$ cat config.mk
export PLATFORM = sky130hd
export DESIGN_NAME = seq_alu
export DESIGN_NICKNAME = d
export VERILOG_FILES = /design/src/rtl/seq_alu_pkg.sv /design/src/rtl/seq_alu_mul.sv /design/src/rtl/seq_alu.sv
export SDC_FILE = /design/constraint.sdc
export NUM_CORES = 1
export LEC_CHECK = 0
export ABC_AREA = 1
export CAP_MARGIN = 20
export CORE_MARGIN = 4
export CORE_UTILIZATION = 57
export DETAILED_ROUTE_END_ITERATION = 10
export MAX_ROUTING_LAYER = met4
export PLACE_DENSITY = 0.8
export SLEW_MARGIN = 15
export SYNTH_ARGS = -nofsm -noshare
export SYNTH_HDL_FRONTEND = slang
export SYNTH_SLANG_ARGS = --single-unit
export TNS_END_PERCENT = 20
$ cat constraint.sdc
create_clock -name i_clk -period 2.4 [get_ports i_clk]
set_input_delay 0.36 -clock i_clk [delete_from_list [all_inputs] [get_ports i_clk]]
set_output_delay 0.36 -clock i_clk [all_outputs]
set_load 0.03 [all_outputs]
$ cat src/rtl/seq_alu_pkg.sv
// Shared opcode and state encodings for the registered, handshaked ALU.
// Optional status flags are enabled elsewhere with the SEQ_ALU_FLAGS_EN macro.
package seq_alu_pkg;

  localparam logic [2:0] OP_ADD   = 3'd0;
  localparam logic [2:0] OP_SUB   = 3'd1;
  localparam logic [2:0] OP_ADD2  = 3'd2;
  localparam logic [2:0] OP_SUB2  = 3'd3;
  localparam logic [2:0] OP_MUL   = 3'd4;
  localparam logic [2:0] OP_MIN   = 3'd5;
  localparam logic [2:0] OP_PASSA = 3'd6;
  localparam logic [2:0] OP_PASSB = 3'd7;

  localparam logic [1:0] ST_IDLE = 2'd0;
  localparam logic [1:0] ST_BUSY = 2'd1;
  localparam logic [1:0] ST_HOLD = 2'd2;

endpackage

$ cat src/rtl/seq_alu_mul.sv
// Iterative W-step shift-add multiplier datapath. One multiplier bit is
// consumed per clock; o_done/o_product are valid during the final step's cycle.
module shift_add_mul #(
  parameter int W = 4
) (
  input  logic           i_clk,
  input  logic           i_rst_n,
  input  logic           i_start,
  input  logic [W-1:0]   i_a,
  input  logic [W-1:0]   i_b,
  output logic           o_done,
  output logic [2*W-1:0] o_product
);

  localparam int CW = (W > 1) ? $clog2(W) : 1;

  logic           r_busy;
  logic [CW-1:0]  r_cnt;
  logic [2*W-1:0] r_acc;
  logic [2*W-1:0] r_mcand;
  logic [W-1:0]   r_mplier;

  logic           w_last;
  logic [2*W-1:0] w_addend;
  logic [2*W-1:0] w_acc_next;

  assign w_last     = r_busy && (r_cnt == CW'(W - 1));
  assign w_addend   = r_mplier[r_cnt] ? (r_mcand << r_cnt) : '0;
  assign w_acc_next = r_acc + w_addend;

  // The product is taken from the adder output so the caller can register it
  // on the same edge as the final step.
  assign o_done    = w_last;
  assign o_product = w_acc_next;

  always_ff @(posedge i_clk or negedge i_rst_n) begin
    if (!i_rst_n) begin
      r_busy   <= 1'b0;
      r_cnt    <= '0;
      r_acc    <= '0;
      r_mcand  <= '0;
      r_mplier <= '0;
    end else if (i_start) begin
      r_busy   <= 1'b1;
      r_cnt    <= '0;
      r_acc    <= '0;
      r_mcand  <= {{W{1'b0}}, i_a};
      r_mplier <= i_b;
    end else if (r_busy) begin
      r_acc <= w_acc_next;
      r_cnt <= r_cnt + CW'(1);
      if (w_last) begin
        r_busy <= 1'b0;
      end
    end
  end

endmodule

$ cat src/rtl/seq_alu.sv
// Registered valid/ready ALU with eight ops and an iterative multiplier.
// Define SEQ_ALU_FLAGS_EN to add registered zero/borrow status outputs.
//
// state   | meaning
// IDLE    | no result held, ready for an op
// BUSY    | multiply iterating, inputs ignored
// HOLD    | result held until consumed
module seq_alu
  import seq_alu_pkg::*;
#(
  parameter int W = 4
) (
  input  logic           i_clk,
  input  logic           i_rst_n,
  input  logic           i_in_valid,
  output logic           o_in_ready,
  input  logic [2:0]     i_op,
  input  logic [W-1:0]   i_a,
  input  logic [W-1:0]   i_b,
  output logic           o_out_valid,
  input  logic           i_out_ready,
`ifdef SEQ_ALU_FLAGS_EN
  output logic           o_flag_zero,
  output logic           o_flag_borrow,
`endif
  output logic [2*W-1:0] o_result
);

  logic [1:0]     r_state;
  logic [2*W-1:0] r_result;

  logic           w_accept;
  logic           w_is_mul;
  logic           w_mul_start;
  logic           w_mul_done;
  logic [2*W-1:0] w_product;
  logic [2*W-1:0] w_ax;
  logic [2*W-1:0] w_bx;
  logic [2*W-1:0] w_bx2;
  logic [2*W-1:0] w_alu;

  assign o_in_ready  = (r_state == ST_IDLE) ||
                       ((r_state == ST_HOLD) && i_out_ready);
  assign o_out_valid = (r_state == ST_HOLD);
  assign o_result    = r_result;

  assign w_accept    = i_in_valid && o_in_ready;
  assign w_is_mul    = (i_op == OP_MUL);
  assign w_mul_start = w_accept && w_is_mul;

  assign w_ax  = {{W{1'b0}}, i_a};
  assign w_bx  = {{W{1'b0}}, i_b};
  assign w_bx2 = w_bx << 1;

  always_comb begin
    w_alu = '0;
    case (i_op)
      OP_ADD:   w_alu = w_ax + w_bx;
      OP_SUB:   w_alu = w_ax - w_bx;
      OP_ADD2:  w_alu = w_ax + w_bx2;
      OP_SUB2:  w_alu = w_ax - w_bx2;
      OP_MIN:   w_alu = (i_a < i_b) ? w_ax : w_bx;
      OP_PASSA: w_alu = w_ax;
      OP_PASSB: w_alu = w_bx;
      default:  w_alu = '0;
    endcase
  end

  shift_add_mul #(.W(W)) u_mul (
    .i_clk     (i_clk),
    .i_rst_n   (i_rst_n),
    .i_start   (w_mul_start),
    .i_a       (i_a),
    .i_b       (i_b),
    .o_done    (w_mul_done),
    .o_product (w_product)
  );

  always_ff @(posedge i_clk or negedge i_rst_n) begin
    if (!i_rst_n) begin
      r_state  <= ST_IDLE;
      r_result <= '0;
    end else begin
      case (r_state)
        ST_BUSY: begin
          if (w_mul_done) begin
            r_result <= w_product;
            r_state  <= ST_HOLD;
          end
        end
        ST_IDLE, ST_HOLD: begin
          if (w_accept) begin
            if (w_is_mul) begin
              r_state <= ST_BUSY;
            end else begin
              r_result <= w_alu;
              r_state  <= ST_HOLD;
            end
          end else if ((r_state == ST_HOLD) && i_out_ready) begin
            r_state <= ST_IDLE;
          end
        end
        default: r_state <= ST_IDLE;
      endcase
    end
  end

`ifdef SEQ_ALU_FLAGS_EN
  logic r_flag_zero;
  logic r_flag_borrow;
  logic w_borrow;

  // Borrow compares the zero-extended operands, so SUB2 sees the full 2b.
  assign w_borrow = ((i_op == OP_SUB)  && (w_ax < w_bx)) ||
                    ((i_op == OP_SUB2) && (w_ax < w_bx2));

  always_ff @(posedge i_clk or negedge i_rst_n) begin
    if (!i_rst_n) begin
      r_flag_zero   <= 1'b0;
      r_flag_borrow <= 1'b0;
    end else if ((r_state == ST_BUSY) && w_mul_done) begin
      r_flag_zero   <= (w_product == '0);
      r_flag_borrow <= 1'b0;
    end else if (w_accept && !w_is_mul && (r_state != ST_BUSY)) begin
      r_flag_zero   <= (w_alu == '0);
      r_flag_borrow <= w_borrow;
    end
  end

  assign o_flag_zero   = r_flag_zero;
  assign o_flag_borrow = r_flag_borrow;
`endif

endmodule

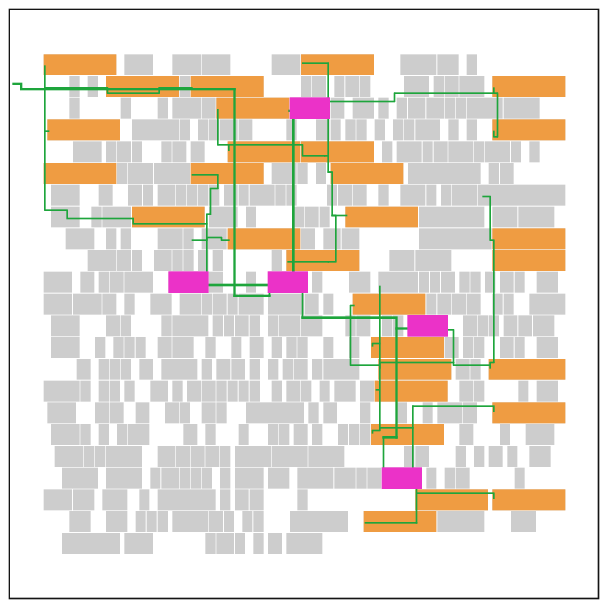
clock_map.png
Drawn at 8 px/um.
legend:
  orange:
    item: flip-flops
    count: 29
  green:
    item: clock wires
    length: 436 um
  magenta:
    item: cells driving clock nets
    count: 5
routed clock nets: 6
Clock Power Share: 17.9%
power in the clock group: 534 uW
Clock Skew: 0.00836 ns

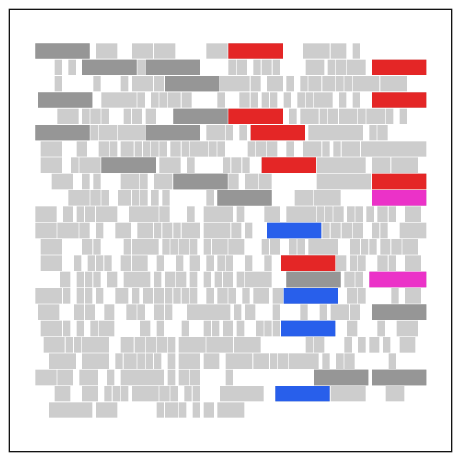
registers.png
Drawn at 6 px/um. Other sequential cells in the stronger grey, the rest of the logic in the fainter grey.
legend:
  magenta:
    signal: u_mul.r_cnt
    placed_flops: 2
  red:
    signal: u_mul.r_acc
    placed_flops: 8
  blue:
    signal: u_mul.r_mplier
    placed_flops: 4

==> reports/README.md <==
| Metric | Reported |
| --- | --- |
| Result of the run | finished, final reports clean |
| Cell with the most instances after synthesis | nand2_1 |
| Netlist Area Pre-Place | 0.00244 mm2 |
| Util after Layout | 73.5% |
| Area fraction in full adders, half adders and majority gates | 15.4% |
| Final worst-path cycle share | 94.8% |
| Die Span Y | 73.5 um |
| Aoi/oai-family share of the synthesized area | 13.3% |
| Area occupied by registers | 727 um2 |
| Final routed wirelength across all metal layers | 6.06 mm |
| Placed Cells incl. Taps | 428 |
| Row cnt | 23 |
| Vias in the first global route | 2217 |
| Detail-routed via count per cell | 5.28 |
| Endpoint kind of the worst setup timing path | flip-flop |
| Sinks on Clock Net | 29 |
| Quantity of hold-fixing buffers added after cts | 0 |
| Root Driver | clkbuf_8 |
| Path type of the worst min-delay path | in2async |
| Largest type area fraction | 29.7% |
| Total number of yosys warnings | 0 |
| Floorplan net count | 386 |
| Buffers added on ports | 24 |
| Number of DRC violations after detailed routing | 0 |
| Xor/xnor cell area share of the yosys netlist | 1.43% |
| Maximum net fanout on the critical path | 7 |
| Starting utilization of the core area | 59.8% |
| Iteration count of the initial detailed-routing pass | 4 |
| Routed metal-1 wirelength | 2.85 mm |
| Share of the yosys chip area belonging to registers | 29.7% |
| Max transition margin | 60.2% |
| H-Tree Level Count | 2 |
| Diode count | 0 |
| Startpoint Class | flip-flop |
| Max Buffers Root-to-Sink | 2 |
| Ranking of synthesized cells by instance count | nand2_1 (87), inv_1 (55), nand3_1 (34), dfrtp_1 (29), nor2_1 (28) |
| Number of max-capacitance violations reported | 0 |
| Post-Syn Instances | 344 |
| Worst Path Arrival | 2.49 ns |
| Setup Viol. Count Final | 0 |
| Combined area of the multi-input logic cells | 0.00151 mm2 |
| Most used flip-flop cell | dfrtp_1 |
| Fraction of registers with async set/reset | 100% |
| Avg WL per Cell | 13.8 um |
| Dominant non-sequential cell family after synthesis | simple AND/OR/NAND/NOR gates |
| Final critical path time including I/O delays and setup | 2.27 ns |
| Overall global routing resource usage | 24.4% |
| Synthesis-to-finish area growth | 22.9% |
| Horiz. Die Dim | 73.5 um |
| WS Path Type | reg2reg |
| Unrepaired setup endpoints after global routing | yes |
| Overall die area | 0.00540 mm2 |
| Peak Freq | 0.440 GHz |
| Post-synth area hogs | dfrtp_1 (30%), nand2_1 (13%), ha_1 (11%) |
| Final hold violations | 0 |
| Post-synthesis cell type with the largest combined area | dfrtp_1 |
| CTS tree | built |
| Maximum number of pins on one net before global-route repair | 30 |
| Insertion delay to the later sink of the worst-skew pair | 0.28 ns |
| LEAKAGE | 1.59 nW |
| Mux cell area share | 0% |
| Global route overflow | 0 |
| Count of library flops with an enable pin | 0 |
| Number of inserted filler cells in the final layout | 348 |
| Metal3 WL | 317 um |
| Post-DP HPWL | 4.71 mm |
| Routability congestion estimate from global placement | 0.949 |
| Mapped Avg Cell Area | 7.10 um2 |
| Unique cell type count in the Yosys netlist | 33 |
| Met2 WL | 2.81 mm |
| Fraction of final layout cells with drive strength greater than 1 | 12.6% |
| Worst endpoint required time | 2.62 ns |
| Number of cells in Yosys stat | 344 |
| Register clock-pin slew on the reported worst setup and hold paths | 0.07 ns |
| Number of nets in the layout | 429 |
| Synthesis area per yosys | 0.00244 mm2 |
| ANT nets after route | 0 |
| Synth Area in Simple Gates | 29.5% |
| Number of antenna violations at the first check in global routing | 0 |
| Via count of the routed design | 2312 |
| First-pass GRT wire length | 9.90 mm |
| Ys flops | 29 |
| First DRT Iteration DRCs | 130 |
| Uppermost routed layer | met4 |
| Number of pins with negative max-slew slack in the final report | 0 |
| Actual transition at the worst max-transition pin | 0.592 ns |
| Total CTS buffers | 5 |
| Stage-log warning count | 34 |
| Final standard cell count with taps included and fillers excluded | 438 |
| Power per cell area | 992 mW/mm2 |
| Count of pins on the block boundary | 25 |
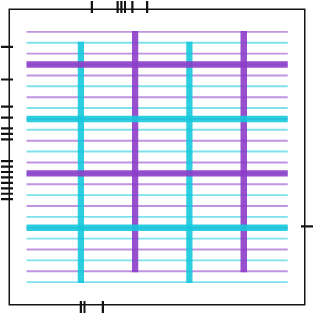
pdn.png
Drawn at 4 px/um. Pins as bars on the die edge.
legend:
  cyan:
    net: VSS
  purple:
    net: VDD
met1 rails: 24
met5 straps: 4
signal pins: 25
rows: 23
Max rail drop VDD: 0.737 mV
area inside the core boundary: 0.00409 mm2

path summary, 6_finish.rpt:
check                                from              to  slack, ns  cells after the start
max                        u_mul.r_cnt[0]     o_result[4]       0.13                     12
min                               i_rst_n  u_mul.r_acc[4]       0.46                      2
max reg2reg                u_mul.r_cnt[0]     o_result[4]       0.13                     12
min reg2reg                   o_result[5]     o_result[5]       0.48                      2
max in group asynchronous         i_rst_n  u_mul.r_cnt[0]       1.64                      2
min in group i_clk            o_result[5]     o_result[5]       0.48                      2
timing repair:
| action | CTS | global route |
|---|---|---|
| endpoints found under the setup margin | 0 | 9 |
| resized | 0 | 17 |
| buffers inserted | 0 | 2 |
per-layer routing:
layer | vias to the layer above | global-route usage, %
li1 | 1192 | -
met1 | 1047 | 33.2
met2 | 65 | 38.0
met3 | 8 | 3.69
met4 | 0 | 6.84
met5 | - | -
stage by stage:
step	area, um2	TNS [ns]	hold slack [ns]	setup slack [ns]	total power, mW
floorplan	2440	0	0.0644	0.294	1.80
global placement	2820	-0.0488	0.454	-0.0193	2.24
detailed placement	2820	-0.224	0.458	-0.131	2.27
CTS	2930	0	0.474	0.00641	2.82
global route	3000	-0.102	0.485	-0.0557	3.19
finish	3000	0	0.461	0.125	2.98
worst max-delay path, cell delays in order (launching register included):
cell     delay [ns]
dfrtp_2        0.44
a21oi_1        0.26
o21ai_4        0.10
nor3_1         0.20
ha_1           0.23
fa_2           0.23
nand3_1        0.08
nand3_1        0.11
xor2_1         0.25
nand2_1        0.08
nand2_1        0.07
inv_1          0.05
a21oi_2        0.12
registers in the layout, summed over array words and instances (netlist names):
name	cells
o_result	8
u_mul.r_acc	8
r_state	2
u_mul.r_mcand	4
u_mul.r_mplier	4
u_mul.r_busy	1
u_mul.r_cnt	2
cells by family (layout without fill, tap and decap cells):
kind of cell,count (synthesis),count (layout)
fa+ha+maj,27,27
compound gates,53,53
simple gates,168,168
buf+inv,63,107
xor+xnor,4,4
flops,29,29
report_power, final:
group / total [mW] / switching [mW] / internal [mW]
combinational: 1.61 / 0.951 / 0.656
clock: 0.534 / 0.195 / 0.338
sequential: 0.838 / 0.156 / 0.683
total: 2.98 / 1.30 / 1.68
cell type report:
| class | instances | area share (%) |
|---|---|---|
| Multi-Input combinational cell | 252 | 50.3 |
| Inverter | 59 | 7.54 |
| Clock inverter | 1 | 1.00 |
| Sequential cell | 29 | 24.2 |
| Timing Repair Buffer | 40 | 12.0 |
| Clock buffer | 7 | 2.87 |
| Tap cell | 50 | 2.08 |
cells in the final DEF, fill, tap and decap left out, types with 2 or more instances in the layout:
master,instances
a21oi_1,12
nand3b_1,3
dfrtp_1,28
ha_1,20
or2_2,2
clkdlybuf4s50_1,24
xor2_1,2
o21ai_0,18
inv_2,3
o21ai_2,2
a22o_1,4
xnor2_1,2
nor3_1,5
nand3_1,34
a21oi_2,6
inv_1,55
nand2_1,87
ha_4,2
buf_4,15
nand4_1,3
fa_1,4
nor2_1,28
o21ai_1,4
clkbuf_8,6
nor2_2,3
Power is estimated from default activity; no workload was simulated.
